Run 1, sequential cells colored by netlist name:
The bar under the picture is 20 microns long.
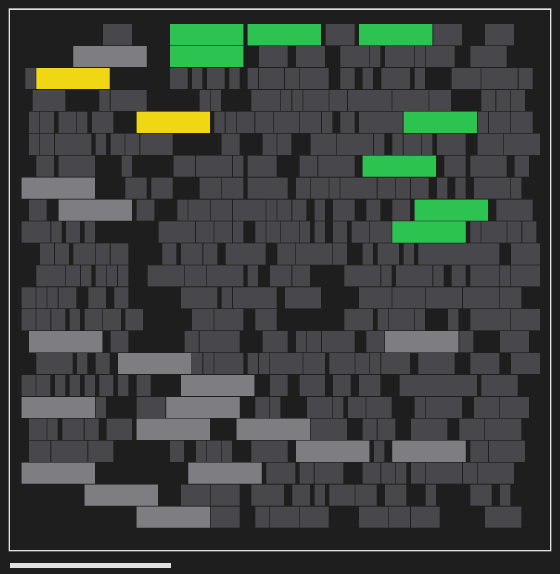
Run 1, placement view:
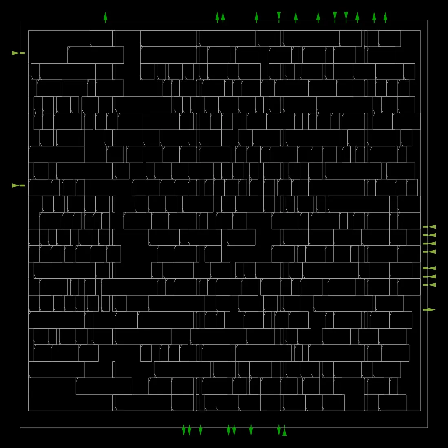
Run 1, cell sizes after repair:
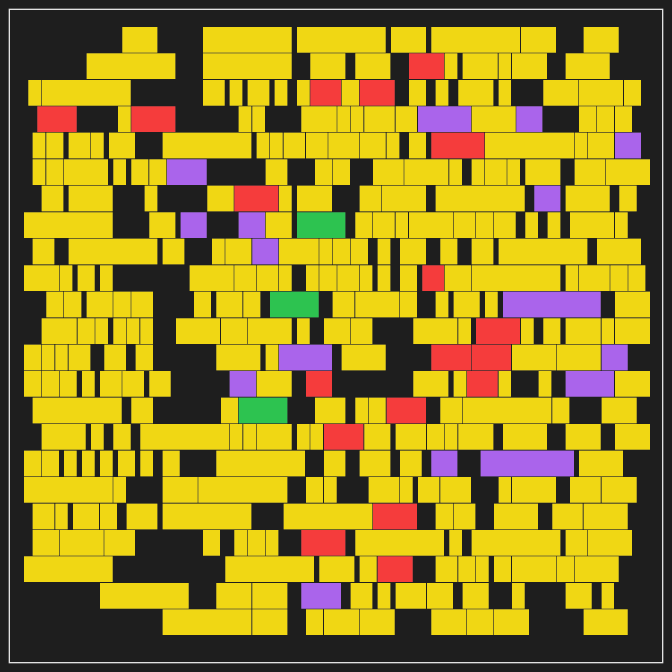
**src/rtl/peak_hold.sv**
```systemverilog
// Level meter with ballistic bar level and a peak-hold marker (IDLE/HOLD/DECAY).
// Optional sticky clip flag with clip_clr, built only when PEAK_HOLD_CLIP_EN is defined.
module peak_hold #(
    parameter int HOLD_FRAMES = 50,
    parameter int DECAY_STEP  = 4
) (
    input  logic       clock,
    input  logic       reset,
    input  logic       enable,
    input  logic [7:0] data_in,
    input  logic       load,
    input  logic       frame_tick,
    output logic [7:0] level,
    output logic [7:0] peak,
    output logic       hold_active
`ifdef PEAK_HOLD_CLIP_EN
    ,
    output logic       clip,
    input  logic       clip_clr
`endif
);

    typedef enum logic [1:0] {
        IDLE  = 2'd0,
        HOLD  = 2'd1,
        DECAY = 2'd2
    } state_t;

    localparam logic [7:0] HOLD_INIT = 8'(HOLD_FRAMES);
    localparam logic [7:0] STEP      = 8'(DECAY_STEP);

    state_t     state_q, state_d;
    logic [7:0] level_q, level_d;
    logic [7:0] peak_q, peak_d;
    logic [7:0] hold_cnt_q, hold_cnt_d;
    logic       hold_active_q, hold_active_d;
    logic [7:0] peak_dec;
    logic       capture;

    always_comb begin
        // NOTE: every signal gets a hold-value default first so no path leaves it unassigned (no latches).
        state_d    = state_q;
        level_d    = level_q;
        peak_d     = peak_q;
        hold_cnt_d = hold_cnt_q;
        peak_dec   = (peak_q != 8'd0) ? peak_q - 8'd1 : 8'd0;
        capture    = 1'b0;

        if (enable) begin
            // The sample is evaluated first; decay only touches what the sample left alone.
            if (load && (data_in >= level_q)) begin
                level_d = data_in;
            end else if (frame_tick) begin
                level_d = (level_q > STEP) ? level_q - STEP : 8'd0;
            end

            capture = load && (data_in >= peak_q);
            if (capture) begin
                peak_d     = data_in;
                hold_cnt_d = HOLD_INIT;
                state_d    = HOLD;
            end else if (frame_tick) begin
                case (state_q)
                    HOLD: begin
                        if (hold_cnt_q <= 8'd1) begin
                            hold_cnt_d = 8'd0;
                            state_d    = DECAY;
                        end else begin
                            hold_cnt_d = hold_cnt_q - 8'd1;
                        end
                    end
                    DECAY: begin
                        // Marker never falls below the bar it is marking.
                        peak_d = (peak_dec > level_d) ? peak_dec : level_d;
                        if (peak_d == 8'd0) begin
                            state_d = IDLE;
                        end
                    end
                    default: ;
                endcase
            end
        end

        hold_active_d = (state_d == HOLD);
    end

    // NOTE: asynchronous active-low reset; state updates use non-blocking assignments only.
    always_ff @(posedge clock or negedge reset) begin
        if (!reset) begin
            state_q       <= IDLE;
            level_q       <= 8'd0;
            peak_q        <= 8'd0;
            hold_cnt_q    <= 8'd0;
            hold_active_q <= 1'b0;
        end else begin
            state_q       <= state_d;
            level_q       <= level_d;
            peak_q        <= peak_d;
            hold_cnt_q    <= hold_cnt_d;
            hold_active_q <= hold_active_d;
        end
    end

    assign level       = level_q;
    assign peak        = peak_q;
    assign hold_active = hold_active_q;

`ifdef PEAK_HOLD_CLIP_EN
    logic clip_q, clip_d;

    // Set wins over a simultaneous clear.
    always_comb begin
        clip_d = clip_q;
        if (enable) begin
            if (load && (data_in == 8'd255)) begin
                clip_d = 1'b1;
            end else if (clip_clr) begin
                clip_d = 1'b0;
            end
        end
    end

    always_ff @(posedge clock or negedge reset) begin
        if (!reset) begin
            clip_q <= 1'b0;
        end else begin
            clip_q <= clip_d;
        end
    end

    assign clip = clip_q;
`endif

endmodule

```
**config.mk**
```make
export PLATFORM = sky130hd
export DESIGN_NAME = peak_hold
export DESIGN_NICKNAME = d
export VERILOG_FILES = /design/src/rtl/peak_hold.sv
export SDC_FILE = /design/constraint.sdc
export NUM_CORES = 1
export LEC_CHECK = 0
export CAP_MARGIN = 20
export CORE_UTILIZATION = 62
export CTS_CLUSTER_SIZE = 28
export DETAILED_ROUTE_END_ITERATION = 8
export MAX_ROUTING_LAYER = met4
export PLACE_DENSITY = 0.87
export SETUP_SLACK_MARGIN = 0.2
export SLEW_MARGIN = 0
export SYNTH_ARGS = -nofsm -noshare
export SYNTH_HDL_FRONTEND = slang
export SYNTH_SLANG_ARGS = --single-unit
```
**constraint.sdc**
```tcl
create_clock -name clock -period 5.4 [get_ports clock]
set_input_delay 1.08 -clock clock [delete_from_list [all_inputs] [get_ports clock]]
set_output_delay 1.08 -clock clock [all_outputs]
set_load 0.1 [all_outputs]
```
==> flow_summary.rst, run 1 <==
Implementation results
======================

.. list-table::
   :header-rows: 1

   * - Metric
     - Value
   * - Most instantiated cells after synthesis
     - sky130_fd_sc_hd__ha_1, sky130_fd_sc_hd__nand2_1, sky130_fd_sc_hd__dfrtp_1
   * - Antenna violations before repair
     - 0
   * - Wire length of the first global-routing pass
     - 10.8 mm
   * - Vias in the first global route
     - 2,340
   * - Post-CTS Setup Repair Bufs
     - 0
   * - Core area
     - 0.00403 sq mm
   * - Library cell with the highest instance count after synthesis
     - sky130_fd_sc_hd__ha_1
   * - Classification of the worst setup path
     - input port to register
   * - Largest net degree at the start of global routing
     - 29
   * - Fmax
     - 208 MHz
   * - Post-detailed-route wirelength per cell
     - between 15 and 20 microns
   * - Buffers on Ports
     - 29
   * - Setup-violating endpoint count in the final report
     - 0
   * - Number of synthesis warnings
     - 0
   * - Crit path max-delay family
     - AND-OR/OR-AND gates
   * - Chip Area, Yosys
     - 0.00262 sq mm
   * - Yosys Instances
     - about 310
   * - Worst slew margin
     - 34.7%
   * - Final TNS setup
     - 0 ns
   * - Pins over their slew limit
     - 0
   * - Multi-input logic area
     - 0.00180 sq mm
   * - RSZ-0062 raised after global routing
     - no
   * - Initial standard-cell utilization of the core
     - between 60% and 70%
   * - Number of buffers inserted for hold repair after clock tree synthesis
     - 0
   * - Data arrival time at the worst-slack endpoint
     - 4.99 ns
   * - Post-place setup slack
     - roughly 0.32 ns
   * - Total standard cell area after synthesis
     - between 0.002 and 0.003 sq mm
   * - Number of violations of the max-capacitance limit
     - 0
   * - Height of the die
     - 67.0 microns
   * - Clock slew at reported path FFs
     - 0.10 ns
   * - Clock root buffer
     - sky130_fd_sc_hd__clkbuf_8
   * - Top area cell types
     - sky130_fd_sc_hd__dfrtp_1, sky130_fd_sc_hd__ha_1, sky130_fd_sc_hd__nand2_1
   * - Nets at Floorplan
     - 355
   * - Final cycle utilization of the critical path
     - 89.1%
   * - All-layer global routing usage
     - approximately 34%
   * - Detailed Route Iter0 Violations
     - 226
   * - Count of flip-flops with a built-in enable after synthesis
     - 0
   * - CTS H-tree depth
     - 1
   * - Endpoints failing hold
     - 0
   * - Buffers & Inverters on Critical Path
     - 3
   * - Number of OpenROAD warnings
     - 30
   * - Number of rows created at floorplan
     - 23
   * - Clock latency at the later pin of the worst-skew pair
     - around 0.28 ns
   * - TritonCTS clock tree
     - yes
   * - #FFs+latches synth
     - 27
   * - Mean post-synth cell area
     - 8.44 sq um
   * - Tightest Hold Check Type
     - register to register
   * - Post-route core utilization
     - 75.3%
   * - Hold_ws
     - 0.546 ns
   * - Die Wd
     - 67.0 microns
   * - Slowest stage cell, crit path
     - sky130_fd_sc_hd__clkdlybuf4s50_1
   * - Fillers
     - 311
   * - Mean number of vias per cell
     - 6.27
   * - Vias
     - 2,459
   * - Post-synth top area cell
     - sky130_fd_sc_hd__dfrtp_1
   * - Sink count of the clock tree
     - 27
   * - Routed length on met3
     - about 370 microns
   * - Stage delay of the slowest cell on the critical path
     - 0.53 ns
   * - Largest fanout on the critical path
     - 12
   * - Fraction of final layout cells sized beyond drive strength 1
     - 10.8%
   * - Startpoint type of the worst setup path
     - input port
   * - GR Overflow Total
     - 0
   * - Gate count after technology mapping
     - 310
   * - Remaining design rule violation count
     - 0
   * - Maximum root-to-sink buffer count
     - 2
   * - Total routed wirelength
     - just under 7 mm
   * - # nets final
     - ~390
   * - Transition time at the pin with the least slew margin
     - 0.976 ns
   * - Count of boundary I/O pins
     - 30
   * - Layout Area Growth over Synthesis
     - 16.0%
   * - Met2 wirelength from detailed routing
     - 3.33 mm
   * - Result of the run
     - finished clean
   * - Wire length the detailed router placed on met1
     - 2.98 mm
   * - Endpoint kind of the worst setup timing path
     - register
   * - Ordered cell list for the critical path
     - clkdlybuf4s50_1 > inv_1 > ha_1 > nand2b_4 > a2111oi_4 > a2bb2oi_4 > mux2i_1 > ha_1 > nor2b_1 > o211ai_1 > a21oi_1 > o22ai_1 > buf_4 > o2111a_1 > nor3_1 > or2_1
   * - Area share of the leading cell type in the synthesized netlist
     - 25.8%
   * - Clock buffers created by TritonCTS
     - 3
   * - Number of distinct library cells after synthesis
     - between 60 and 70
   * - Final critical delay including setup and external delays
     - 4.81 ns
   * - Area occupied by registers
     - 676 sq um
   * - Weighted congestion at the end of routability-driven global placement
     - 0.925
   * - Crit path required time
     - 5.58 ns
   * - Synth Flop Type
     - sky130_fd_sc_hd__dfrtp_1
   * - Antenna diode instance count
     - 0
   * - Number of detailed-routing iterations run before antenna repair
     - 4
   * - Setup clock skew after layout
     - 0.00561 ns
   * - Routed Antenna Nets
     - 0
   * - Most common cell on crit path
     - sky130_fd_sc_hd__ha_1
   * - Dpl hpwl
     - approximately 5.3 mm
   * - Count of instances resized after the clock tree is built
     - 0
   * - Final setup margin
     - 0.587 ns
   * - Portion of the post-synthesis area used by sequential elements
     - 25.8%
   * - Post-synthesis async set-or-reset flop share
     - 100%
   * - Top Metal Used
     - met4
   * - Die footprint
     - 0.00449 sq mm
-- 'sequential cells colored by netlist name' (at the start) --
Key: `state_q` = yellow [sequential cells 2]; `peak` = green [sequential cells 8]
Another 17 sequential cells are not colored.

-- 'placement view' (at the start) --
number of standard cells in the final layout excluding fillers: 392
number of well-tap cells placed: 50
flop share of the area: 22.3%
sequential cell count: 27

-- 'cell sizes after repair' (at the start) --
Key: x3 and x4 = purple [cells 16]; x2 = red [cells 18]; x6 and larger = green [cells 3]; x1 and smaller = yellow [cells 305]

run 1: routing by layer:
layer	up-vias	global-route usage (%)
met5	-	-
met3	15	3.77
met2	85	56.6
li1	1206	-
met1	1153	40.7
met4	0	13.6
run 1: cell usage in the layout (no fill, tap or decap), types with 4 or more instances in the layout:
cell type	n
sky130_fd_sc_hd__nand2_1	28
sky130_fd_sc_hd__nor2_1	25
sky130_fd_sc_hd__a31oi_1	5
sky130_fd_sc_hd__inv_1	26
sky130_fd_sc_hd__dfrtp_1	27
sky130_fd_sc_hd__nor3_1	9
sky130_fd_sc_hd__o211ai_1	6
sky130_fd_sc_hd__a21oi_1	19
sky130_fd_sc_hd__nand3_1	9
sky130_fd_sc_hd__mux2i_1	4
sky130_fd_sc_hd__and2_1	5
sky130_fd_sc_hd__mux2_2	4
sky130_fd_sc_hd__nor2b_1	4
sky130_fd_sc_hd__clkdlybuf4s50_1	29
sky130_fd_sc_hd__o21ai_0	18
sky130_fd_sc_hd__xnor2_1	5
sky130_fd_sc_hd__ha_1	32
sky130_fd_sc_hd__nand2b_1	4
sky130_fd_sc_hd__o22ai_1	7
sky130_fd_sc_hd__buf_4	9
run 1: worst paths after layout:
path                       cells past startpoint  slack [ns]                         to                      start
setup / recovery                              16        0.59       state_q[1]$_DFF_PN0_                 data_in[0]
setup reg to reg                              15        1.53       state_q[1]$_DFF_PN0_       level[7]$_DFFE_PN0P_
hold / removal                                 1        0.55  hold_cnt_q[4]$_DFFE_PN0P_  hold_cnt_q[4]$_DFFE_PN0P_
min in group asynchronous                      2        1.18        peak[2]$_DFFE_PN0P_                      reset
hold reg to reg                                1        0.55  hold_cnt_q[4]$_DFFE_PN0P_  hold_cnt_q[4]$_DFFE_PN0P_
max in group asynchronous                      2        3.96       level[5]$_DFFE_PN0P_                      reset
run 1: stage by stage:
step,std cells,instance area (sq um)
after global routing,392,3040
after global placement,388,2990
after CTS,392,3040
after floorplan,310,2620
after detailed placement,388,2990
final,392,3040
run 1: registers in the layout (all words and copies together) (netlist names):
signal,flops
hold_active,1
hold_cnt_q,8
state_q,2
level,8
peak,8
run 1: area by class of cell:
type	count	share of cell area, %
well taps	50	2.06
flip-flops and latches	27	22.3
inverters	26	3.22
repair buffers	38	11.8
clock buffers	4	1.48
multi-input cells	247	59.2
run 1: logic make-up (layout without fill, tap and decap cells):
group                    count (synthesis)  after routing  share of synthesized area, %
AND-OR/OR-AND                           87             87                          23.5
XOR/XNOR                                 5              5                          1.67
adder cells (fa/ha/maj)                 32             32                          15.3
buffers and inverters                   36             68                          5.54
flip-flops                              27             27                          25.8
multiplexers                            10             10                          4.40
AND/OR/NAND/NOR                        113            113                          23.8
Run 1, routed clock nets over the placement:
The bar under the picture is 20 microns long.
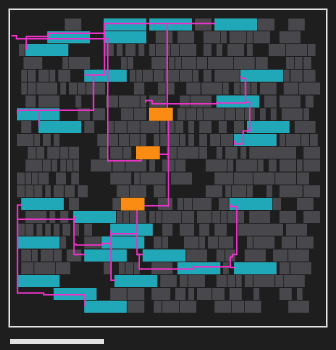

## Run 2: what changed since run 1
Settings changed: MAX_ROUTING_LAYER met4 to not set.
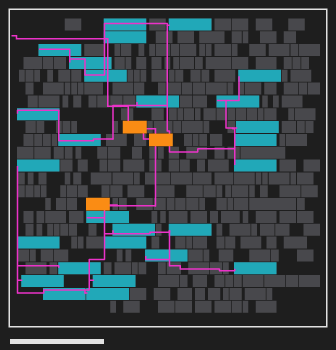
Run 2: routed clock nets over the placement
The bar under the picture is 20 microns long.
Key: flip-flops = cyan [count 27]; clock-net drivers = orange [count 3]; clock wires = magenta [length 367 microns]
There are 4 routed clock nets. Position of the flops: widely spread.

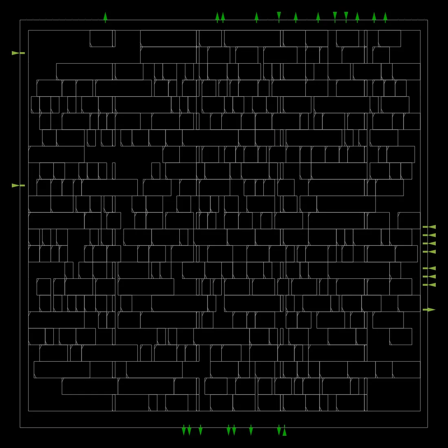
Run 2: placement view
post-route core utilization: 75.2%
core area: 0.00403 sq mm

==> run 2 against run 1 <==
Compared with the run above:
- clock-buffer cell count stayed put
- clock skew up 0.0024 ns
- wire length fell by 0.44%
- final area decreased by 0.25%
- critical path depth stayed put
- synthesized cell count unchanged
- sequential share of layout area is 0.055 points higher
- fmax decreased by 1.5%
- hold slack got worse by 0.031 ns
- sequential cell count did not move
- critical path type unchanged
- highest routed layer unchanged
==> flow_summary.rst, run 2 <==
Implementation results
======================

.. list-table::
   :header-rows: 1

   * - Metric
     - Value
   * - All-layer global routing usage
     - 33.2% (-0.43 points)
   * - Fraction of final layout cells sized beyond drive strength 1
     - 10.6% (-0.26 points)
   * - Count of placed standard cells including taps
     - 387 (-0.26%)
   * - Gate count after technology mapping
     - 310 (unchanged)
   * - # nets final
     - 387 (-0.26%)
   * - Final TNS setup
     - 0 ns (unchanged)
   * - Result of the run
     - finished clean
   * - Met2 wirelength from detailed routing
     - 3.47 mm (+4.2%)
   * - Endpoint kind of the worst setup timing path
     - register
   * - Most instantiated cells after synthesis
     - sky130_fd_sc_hd__ha_1, sky130_fd_sc_hd__nand2_1, sky130_fd_sc_hd__dfrtp_1
   * - Routed length on met3
     - 365 microns (-0.82%)
   * - Slowest stage cell, crit path
     - sky130_fd_sc_hd__clkdlybuf4s50_1
   * - Remaining design rule violation count
     - 0 (unchanged)
   * - TritonCTS clock tree
     - yes
   * - Vias
     - 2,428 (-1.3%)
   * - Worst slew margin
     - 34.8% (+0.10 points)
   * - Post-synth top area cell
     - sky130_fd_sc_hd__dfrtp_1
   * - Number of rows created at floorplan
     - 23 (unchanged)
   * - Nets at Floorplan
     - 355 (unchanged)
   * - Number of OpenROAD warnings
     - 30 (unchanged)
   * - R2R cell count
     - 14 (-1)
   * - Setup clock skew after layout
     - 0.00798 ns (+0.00237 ns)
   * - Setup-violating endpoint count in the final report
     - 0 (unchanged)
   * - Yosys Instances
     - 310 (unchanged)
   * - Number of synthesis warnings
     - 0 (unchanged)
   * - Clock root buffer
     - sky130_fd_sc_hd__clkbuf_8
   * - Number of detailed-routing iterations run before antenna repair
     - 4 (unchanged)
   * - Count of flip-flops with a built-in enable after synthesis
     - 0 (unchanged)
   * - Initial standard-cell utilization of the core
     - 65.0% (unchanged)
   * - Top area cell types
     - sky130_fd_sc_hd__dfrtp_1, sky130_fd_sc_hd__ha_1, sky130_fd_sc_hd__nand2_1
   * - Library cell with the highest instance count after synthesis
     - sky130_fd_sc_hd__ha_1
   * - Antenna diode instance count
     - 0 (unchanged)
   * - Clock slew at reported path FFs
     - 0.10 ns (about the same)
   * - Area share of the leading cell type in the synthesized netlist
     - 25.8% (unchanged)
   * - Die Wd
     - 67.0 microns (unchanged)
   * - Post-detailed-route wirelength per cell
     - 17.4 microns (-0.18%)
   * - Detailed Route Iter0 Violations
     - 164 (-27%)
   * - Data arrival time at the worst-slack endpoint
     - 5.06 ns (+0.07 ns)
   * - Ordered cell list for the critical path
     - clkdlybuf4s50_1 > inv_1 > ha_1 > nand2b_4 > a2111oi_4 > a2bb2oi_4 > mux2i_1 > ha_1 > nor2b_1 > o211ai_1 > a21oi_1 > o22ai_1 > buf_4 > o2111a_1 > nor3_1 > or2_1
   * - Endpoints failing hold
     - 0 (unchanged)
   * - Classification of the worst setup path
     - input port to register
   * - Most common cell on crit path
     - sky130_fd_sc_hd__ha_1
   * - Pins over their slew limit
     - 0 (unchanged)
   * - Chip Area, Yosys
     - 0.00262 sq mm (unchanged)
   * - Clock latency at the later pin of the worst-skew pair
     - 0.28 ns (about the same)
   * - Count of instances resized after the clock tree is built
     - 0 (unchanged)
   * - Buffers on Ports
     - 29 (unchanged)
   * - Transition time at the pin with the least slew margin
     - 0.974 ns (-0.00149 ns)
   * - Clock buffers created by TritonCTS
     - 3 (unchanged)
   * - Fillers
     - 303 (-2.6%)
   * - Vias in the first global route
     - 2,417 (+3.3%)
   * - #FFs+latches synth
     - 27 (unchanged)
   * - Synth Flop Type
     - sky130_fd_sc_hd__dfrtp_1
   * - Number of buffers inserted for hold repair after clock tree synthesis
     - 0 (unchanged)
   * - Instance count along the most critical hold path
     - 1 (unchanged)
   * - Portion of the post-synthesis area used by sequential elements
     - 25.8% (unchanged)
   * - Final setup margin
     - 0.515 ns (-0.0723 ns)
   * - Largest fanout on the critical path
     - 12 (unchanged)
   * - Dpl hpwl
     - 5.22 mm (-1.3%)
   * - Post-place setup slack
     - 0.310 ns (-0.00966 ns)
   * - Leading cell type in the layout, fill and taps excluded
     - sky130_fd_sc_hd__ha_1
   * - RSZ-0062 raised after global routing
     - no
   * - Antenna violations before repair
     - 0 (unchanged)
   * - Die footprint
     - 0.00449 sq mm (unchanged)
   * - Wire length of the first global-routing pass
     - 11.1 mm (+2.4%)
   * - Sink count of the clock tree
     - 27 (unchanged)
   * - Crit path required time
     - 5.58 ns (about the same)
   * - Post-synthesis async set-or-reset flop share
     - 100% (unchanged)
   * - Stage delay of the slowest cell on the critical path
     - 0.54 ns (about the same)
   * - Top Metal Used
     - met4
   * - Height of the die
     - 67.0 microns (unchanged)
   * - Wire length the detailed router placed on met1
     - 2.89 mm (-3.1%)
   * - Final cycle utilization of the critical path
     - 90.5% (+1.3 points)
   * - CTS H-tree depth
     - 1 (unchanged)
   * - Layout Area Growth over Synthesis
     - 15.7%
   * - Startpoint type of the worst setup path
     - input port
   * - GR Overflow Total
     - 0 (unchanged)
   * - Routed Antenna Nets
     - 0 (unchanged)
   * - Maximum root-to-sink buffer count
     - 2 (unchanged)
   * - Fmax
     - 205 MHz (-1.5%)
   * - Total routed wirelength
     - 6.81 mm (-0.44%)
   * - Count of boundary I/O pins
     - 30 (unchanged)
   * - Number of standard cells in the final layout excluding fillers
     - 391 (-0.26%)
   * - Number of distinct library cells after synthesis
     - 62 (unchanged)
   * - Worst setup slack for register-to-register paths
     - 1.47 ns (-0.06 ns)
   * - Final critical delay including setup and external delays
     - 4.89 ns (+0.0723 ns)
   * - Tightest Hold Check Type
     - register to register
   * - Post-CTS Setup Repair Bufs
     - 0 (unchanged)
   * - Total standard cell area after synthesis
     - 0.00262 sq mm (unchanged)
   * - Largest net degree at the start of global routing
     - 29 (unchanged)
   * - Number of violations of the max-capacitance limit
     - 0 (unchanged)
   * - Top Layout Cells
     - sky130_fd_sc_hd__ha_1, sky130_fd_sc_hd__clkdlybuf4s50_1, sky130_fd_sc_hd__nand2_1
   * - Mean number of vias per cell
     - 6.21 (-1.0%)
   * - Mean post-synth cell area
     - 8.44 sq um (unchanged)
   * - Weighted congestion at the end of routability-driven global placement
     - 0.906 (-2.1%)
## run 2: layout make-up
type / instances / area [sq um] / share of cell area, %
Sequential cell: 27 / 676 / 22.3
Timing Repair Buffer: 37 / 350 / 11.6
Multi-Input combinational cell: 247 / 1800 / 59.3
Inverter: 26 / 97.6 / 3.22
Tap cell: 50 / 62.6 / 2.07
Clock buffer: 4 / 45.0 / 1.49
## run 2: path summary, 6_finish.rpt
path,start,end
setup / recovery,data_in[0],state_q[1]$_DFF_PN0_
max in group asynchronous,reset,hold_cnt_q[6]$_DFFE_PN0P_
hold reg to reg,hold_cnt_q[4]$_DFFE_PN0P_,hold_cnt_q[4]$_DFFE_PN0P_
hold / removal,hold_cnt_q[4]$_DFFE_PN0P_,hold_cnt_q[4]$_DFFE_PN0P_
min in group asynchronous,reset,peak[7]$_DFFE_PN0P_
setup reg to reg,level[0]$_DFFE_PN0P_,state_q[1]$_DFF_PN0_
## run 2: kinds of logic (layout without fill, tap and decap cells)
group	after synthesis	in the layout	share of synthesized area [%]
AND/OR/NAND/NOR	113	113	23.8
multiplexers	10	10	4.40
XOR/XNOR	5	5	1.67
AND-OR/OR-AND	87	87	23.5
adder cells (fa/ha/maj)	32	32	15.3
flip-flops	27	27	25.8
buffers and inverters	36	67	5.54
## run 2: routing by layer
| layer | up-vias | global-route usage (%) |
|---|---|---|
| met2 | 67 | 60.5 |
| met3 | 13 | 3.77 |
| met5 | - | 0 |
| met4 | 0 | 8.51 |
| met1 | 1147 | 40.8 |
| li1 | 1201 | - |
## run 2: per-stage QoR
| stage | hold slack (ns) | cell area, sq um |
|---|---|---|
| global placement | 0.478 | 2980 |
| detailed placement | 0.483 | 2980 |
| CTS | 0.508 | 3030 |
| floorplan | 0.459 | 2620 |
| global route | 0.526 | 3030 |
| finish | 0.515 | 3030 |
## run 2: worst max-delay path: cells and delay by family
| family | cells | cell delay [ns] |
|---|---|---|
| buffers and inverters | 3 | 0.85 |
| adder cells (fa/ha/maj) | 2 | 0.59 |
| AND/OR/NAND/NOR | 4 | 0.59 |
| AND-OR/OR-AND | 6 | 1.57 |
| multiplexers | 1 | 0.35 |
